==> run_1/clock_wires.png <==
Scale: 4 px per µm.
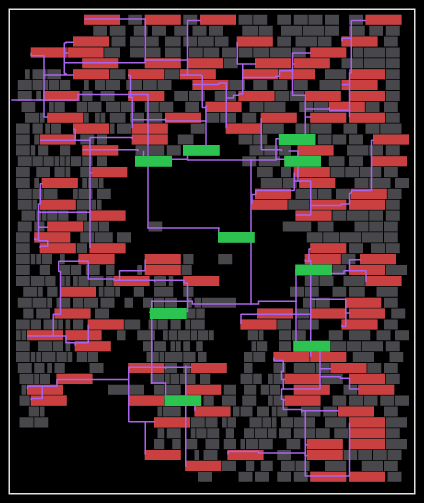
==> run_1/port_trees.png <==
Scale: 4 px per µm.
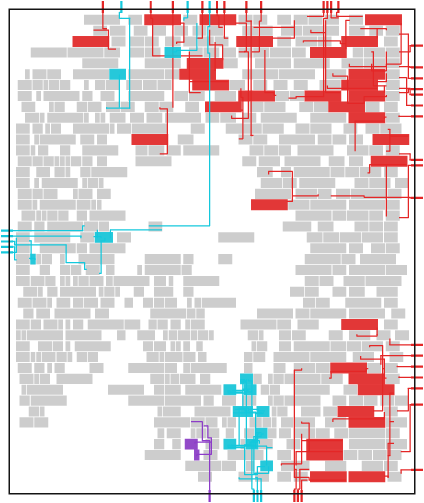
==> run_1/clock_nets.png <==
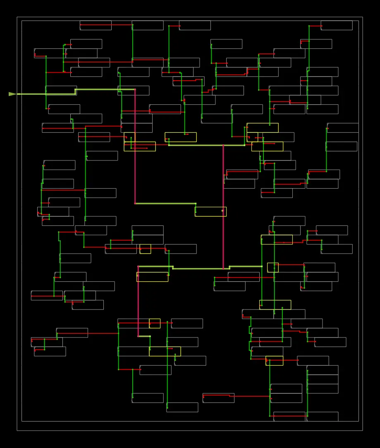
[config.mk]
export PLATFORM = sky130hd
export DESIGN_NAME = copro_seq
export DESIGN_NICKNAME = d
export VERILOG_FILES = /design/src/rtl/float_pack.sv /design/src/rtl/copro_timeout.sv /design/src/rtl/copro_seq.sv
export SDC_FILE = /design/constraint.sdc
export NUM_CORES = 1
export LEC_CHECK = 0
export CORE_ASPECT_RATIO = 1.2
export CORE_UTILIZATION = 43
export CTS_CLUSTER_SIZE = 30
export DETAILED_ROUTE_END_ITERATION = 12
export PLACE_DENSITY = 0.91
export SLEW_MARGIN = 20
export SYNTH_ARGS = -nofsm -noshare
export SYNTH_HDL_FRONTEND = slang
export SYNTH_HIERARCHICAL = 1
export SYNTH_SLANG_ARGS = --single-unit
[constraint.sdc]
create_clock -name clk_i -period 5.23 [get_ports clk_i]
set_input_delay 1.569 -clock clk_i [delete_from_list [all_inputs] [get_ports clk_i]]
set_output_delay 1.569 -clock clk_i [all_outputs]
set_load 0.05 [all_outputs]
[src/rtl/float_pack.sv]
// Shared types for the float coprocessor sequencer.
// Opcodes, the quiet-NaN return value and the sequencer states.
package float_pack;

  typedef enum logic [1:0] {
    OP_ADD = 2'd0,
    OP_SUB = 2'd1,
    OP_MUL = 2'd2,
    OP_DIV = 2'd3
  } op_e;

  localparam logic [31:0] QNAN = 32'h7FC0_0000;

  typedef enum logic [2:0] {
    S_IDLE  = 3'd0,
    S_ISSUE = 3'd1,
    S_WAIT  = 3'd2,
    S_DONE  = 3'd3,
    S_DRAIN = 3'd4
  } state_t;

endpackage

[src/rtl/copro_timeout.sv]
// Wait-phase cycle counter with clear, enable and terminal count.
// Saturates at TIMEOUT-1 so tc stays asserted until cleared.
module copro_timeout #(
  parameter int TIMEOUT = 64
) (
  input  logic clk_i,
  input  logic rst_i,
  input  logic clear,
  input  logic en,
  output logic tc
);

  localparam int W = (TIMEOUT > 2) ? $clog2(TIMEOUT) : 1;

  logic [W-1:0] count;

  assign tc = (count == W'(TIMEOUT - 1));

  always_ff @(posedge clk_i or posedge rst_i) begin
    if (rst_i) begin
      count <= '0;
    end else if (clear) begin
      count <= '0;
    end else if (en && !tc) begin
      count <= count + 1'b1;
    end
  end

endmodule

[src/rtl/copro_seq.sv]
// Sequences CPU custom float instructions onto a shared operator.
// Issues one start, waits for done or timeout, strobes completion.
module copro_seq
  import float_pack::*;
#(
  parameter int TIMEOUT = 64,
  parameter int OPC_W   = 11
) (
  input  logic             clk_i,
  input  logic             rst_i,
  input  logic             user_valid_i,
  input  logic [OPC_W-1:0] user_opcode_i,
  input  logic [31:0]      user_operand_0_i,
  input  logic [31:0]      user_operand_1_i,
  output logic [31:0]      user_result_o,
  output logic             user_complete_o,
  output logic             op_start_o,
  output logic [1:0]       op_code_o,
  output logic [31:0]      op_a_o,
  output logic [31:0]      op_b_o,
  input  logic [31:0]      op_result_i,
  input  logic             op_done_i,
  output logic             err_o,
  input  logic             err_clr_i
);

  state_t state;
  logic   legal;
  logic   tc;

  assign legal = ((user_opcode_i >> 2) == '0);

  copro_timeout #(
    .TIMEOUT(TIMEOUT)
  ) u_timeout (
    .clk_i(clk_i),
    .rst_i(rst_i),
    .clear(state == S_ISSUE),
    .en   (state == S_WAIT),
    .tc   (tc)
  );

  // err set assignments come after the clear so a set wins
  always_ff @(posedge clk_i or posedge rst_i) begin
    if (rst_i) begin
      state           <= S_IDLE;
      user_result_o   <= '0;
      user_complete_o <= 1'b0;
      op_start_o      <= 1'b0;
      op_code_o       <= '0;
      op_a_o          <= '0;
      op_b_o          <= '0;
      err_o           <= 1'b0;
    end else begin
      op_start_o      <= 1'b0;
      user_complete_o <= 1'b0;
      if (err_clr_i) err_o <= 1'b0;
      unique case (state)
        S_IDLE: begin
          if (user_valid_i) begin
            if (legal) begin
              op_a_o     <= user_operand_0_i;
              op_b_o     <= user_operand_1_i;
              op_code_o  <= user_opcode_i[1:0];
              op_start_o <= 1'b1;
              state      <= S_ISSUE;
            end else begin
              user_result_o   <= '0;
              err_o           <= 1'b1;
              user_complete_o <= 1'b1;
              state           <= S_DONE;
            end
          end
        end
        S_ISSUE: state <= S_WAIT;
        S_WAIT: begin
          if (op_done_i) begin
            user_result_o   <= op_result_i;
            user_complete_o <= 1'b1;
            state           <= S_DONE;
          end else if (tc) begin
            user_result_o   <= QNAN;
            err_o           <= 1'b1;
            user_complete_o <= 1'b1;
            state           <= S_DONE;
          end
        end
        S_DONE: state <= S_DRAIN;
        S_DRAIN: begin
          if (!user_valid_i) state <= S_IDLE;
        end
        default: state <= S_IDLE;
      endcase
    end
  end

endmodule

==> Slide: Implementation Results, run 1 <==
Flow Results at a Glance

Routing
  • First drt pass iteration count: 4
  • WL met1: approximately 5.5 mm
  • Routed wl met3: around 1.1 mm

Placed design
  • Gpl congestion: ~0.76
  • DP Wirelength: just over 10 mm

Timing
  • Max Transition Viols Final: 0

Die
  • Fp_density: approximately 44%

Hold path
  • Hold endpoint: op_b_o[25]

CTS
  • CTS tree: yes
  • Setup Buffers After CTS: 0

Finish
  • Clkbuf count: 10
  • Most frequent logic cell in the layout: clkdlybuf4s50_1
  • Register area: between 0.002 and 0.003 mm²

Yosys
  • Synth mux share: 17.7%
  • AND-OR/OR-AND Cells, Area Fraction: ~12%
  • Largest cells by area: dfrtp_1 54%, mux2_4 12%, mux2_2 5.8%
  • Yosys Instances: about 400

Critical path
  • Crit-path max cell delay: ~670 ps

Power and ir drop
  • Pint: 1740 µW
  • Worst IR Drop VDD: about 0.27 mV

Outcome
  • Outcome: complete, no violations
-- clock_wires.png (at the start) --
[clock wires] purple | length: 1200 µm
[flip-flops] red | count: 110
[clock-net drivers] green | count: 9
flops lie: widely spread
routed clock nets: 10
Clock group: 647 µW
Clock Power Share: 22.5%

-- port_trees.png (at the start) --
[user_opcode_i] cyan | direction: input | end cells: 14 | buffers: 11 | wire: 425 µm
[rst_i] purple | direction: input | end cells: 2 | buffers: 1 | wire: 39.7 µm
[op_a_o] red | direction: output | end cells: 32 | buffers: 32 | wire: 892 µm
number of buffers added on ports: 212
I/O Pins: 213

-- clock_nets.png (at the start) --
Late-Pin Clk Latency: 340 ps
total CTS buffers: 9

## run 1: Yosys cell counts, types with 2 or more instances
cell	n
dfrtp_1	110
and2_1	2
nor3b_1	5
nor3_1	4
nor2_1	6
mux2_4	40
a31oi_1	3
o211ai_1	33
o2111ai_1	9
clkbuf_1	16
o311ai_1	2
nand3_1	2
buf_2	5
and4_4	2
buf_6	6
o31ai_1	23
nand2_1	27
nand4_1	12
nor4b_1	9
mux2_2	26
inv_1	36
## run 1: per-stage QoR
step	instances	setup WS (ps)	hold WS, ps	util (%)	power (µW)
3_3_place_gp	750	1020	489	63.6	2190
2_1_floorplan	400	929	501	-	1820
6_report	766	1250	506	66.1	2870
3_5_place_dp	750	910	493	63.6	2230
4_1_cts	765	1260	510	66.0	2880
5_1_grt	766	1050	521	66.1	3010
==> run_1/class_map.png <==
Scale: 2 px per µm.
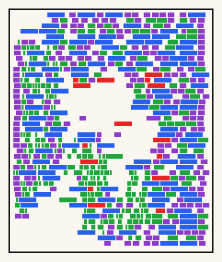

==> run 2, diff against run 1 <==
Clock period 5.23 ns to 3.8 ns, I/O delays scaled along.
==> run_2/class_map.png <==
Scale: 2 px per µm.
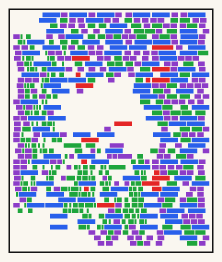
[clock drivers and dummy loads] red | cells: 16 | share of their area: 4.1%
[remaining buffers and delay cells] purple | cells: 225 | share of their area: 30%
[registers] blue | cells: 110 | share of their area: 37%
[remaining logic cells] green | cells: 262 | share of their area: 29%
total core area: 0.0115 mm²
Cell Rows: 43
flop share of the area: 35.9%
Final Cell Area: 0.00767 mm²
post-layout util: 66.6%

==> Slide: Implementation Results, run 2 <==
Flow Results at a Glance

Finish
  • # fillers: 881
  • Area grow syn2layout: 51.8%
  • Non-filler instance count after layout: 770 (+0.52%)
  • Most frequent logic cell in the layout: clkdlybuf4s50_1

Critical path
  • Crit end category: flop
  • CP required: between 4000 and 5000 ps

Placed design
  • Placed Cells: 754 (+0.53%)
  • Number of buffers added on ports: 212 (unchanged)
  • Gpl congestion: 0.795 (+4.3%)
  • DP Wirelength: 10.2 mm (+0.31%)

Routing
  • Remaining antenna violation count: 0
  • Drt via density: approximately 5.4
  • Routed wl met3: 1.21 mm (+11%)
  • First drt pass iteration count: 4 (unchanged)
  • WL met1: 5.49 mm (-0.65%)

Yosys
  • Cell Type Count: roughly 43
  • Largest cells by area: dfrtp_1 54%, mux2_4 12%, mux2_2 5.8%
  • AND-OR/OR-AND Cells, Area Fraction: 12.1% (unchanged)
  • Comb area leader: multiplexers
  • Top cells by count: 110 x dfrtp_1, 40 x mux2_4, 36 x inv_1
  • Yosys Instances: 400 (unchanged)
  • Most common reg cell: dfrtp_1
  • Top-count cell post-synth: dfrtp_1
  • Synth mux share: 17.7% (unchanged)

Die
  • Fp_density: 43.9% (unchanged)

Timing
  • Max Transition Viols Final: 0 (unchanged)
  • Worst hold slack: 508 ps (+1.70 ps)

CTS
  • Setup Buffers After CTS: 0 (unchanged)
  • Late-Pin Clk Latency: 340 ps (about the same)
  • CTS tree: yes
  • Total CTS buffers: 9 (unchanged)

Outcome
  • Outcome: complete, no violations

Hold path
  • Hold endpoint: op_b_o[4]

Power and ir drop
  • Worst IR Drop VDD: 0.496 mV (+87%)

Global routing
  • Largest net degree at the start of global routing: just under 60
run 2: power breakdown:
| group | internal [µW] | switching [µW] |
|---|---|---|
| logic | 592 | 968 |
| registers | 1340 | 183 |
| clock network | 533 | 432 |
run 2: area by class of cell:
cell class              count  area, µm²  area share [%]
clock inverters             6       70.1           0.913
flip-flops and latches    110       2750            35.9
well taps                 157        196            2.56
clock buffers              10        239            3.11
multi-input cells         225       2030            26.4
inverters                  37        143            1.86
repair buffers            225       2240            29.3
run 2: through the flow:
step	util (%)	instance area (µm²)	worst slack (ps)
finish	66.6	7670	976
global placement	64.0	7360	673
global route	66.6	7670	943
CTS	66.6	7670	986
detailed placement	64.0	7360	625
floorplan	-	5060	1180
run 2: worst max-delay path: stages:
cell and delay (ps):
clkdlybuf4s50_1 520, or4b_4 490, nand4b_4 210, buf_4 320
mux2_4 350
Power is estimated from default activity; no workload was simulated.
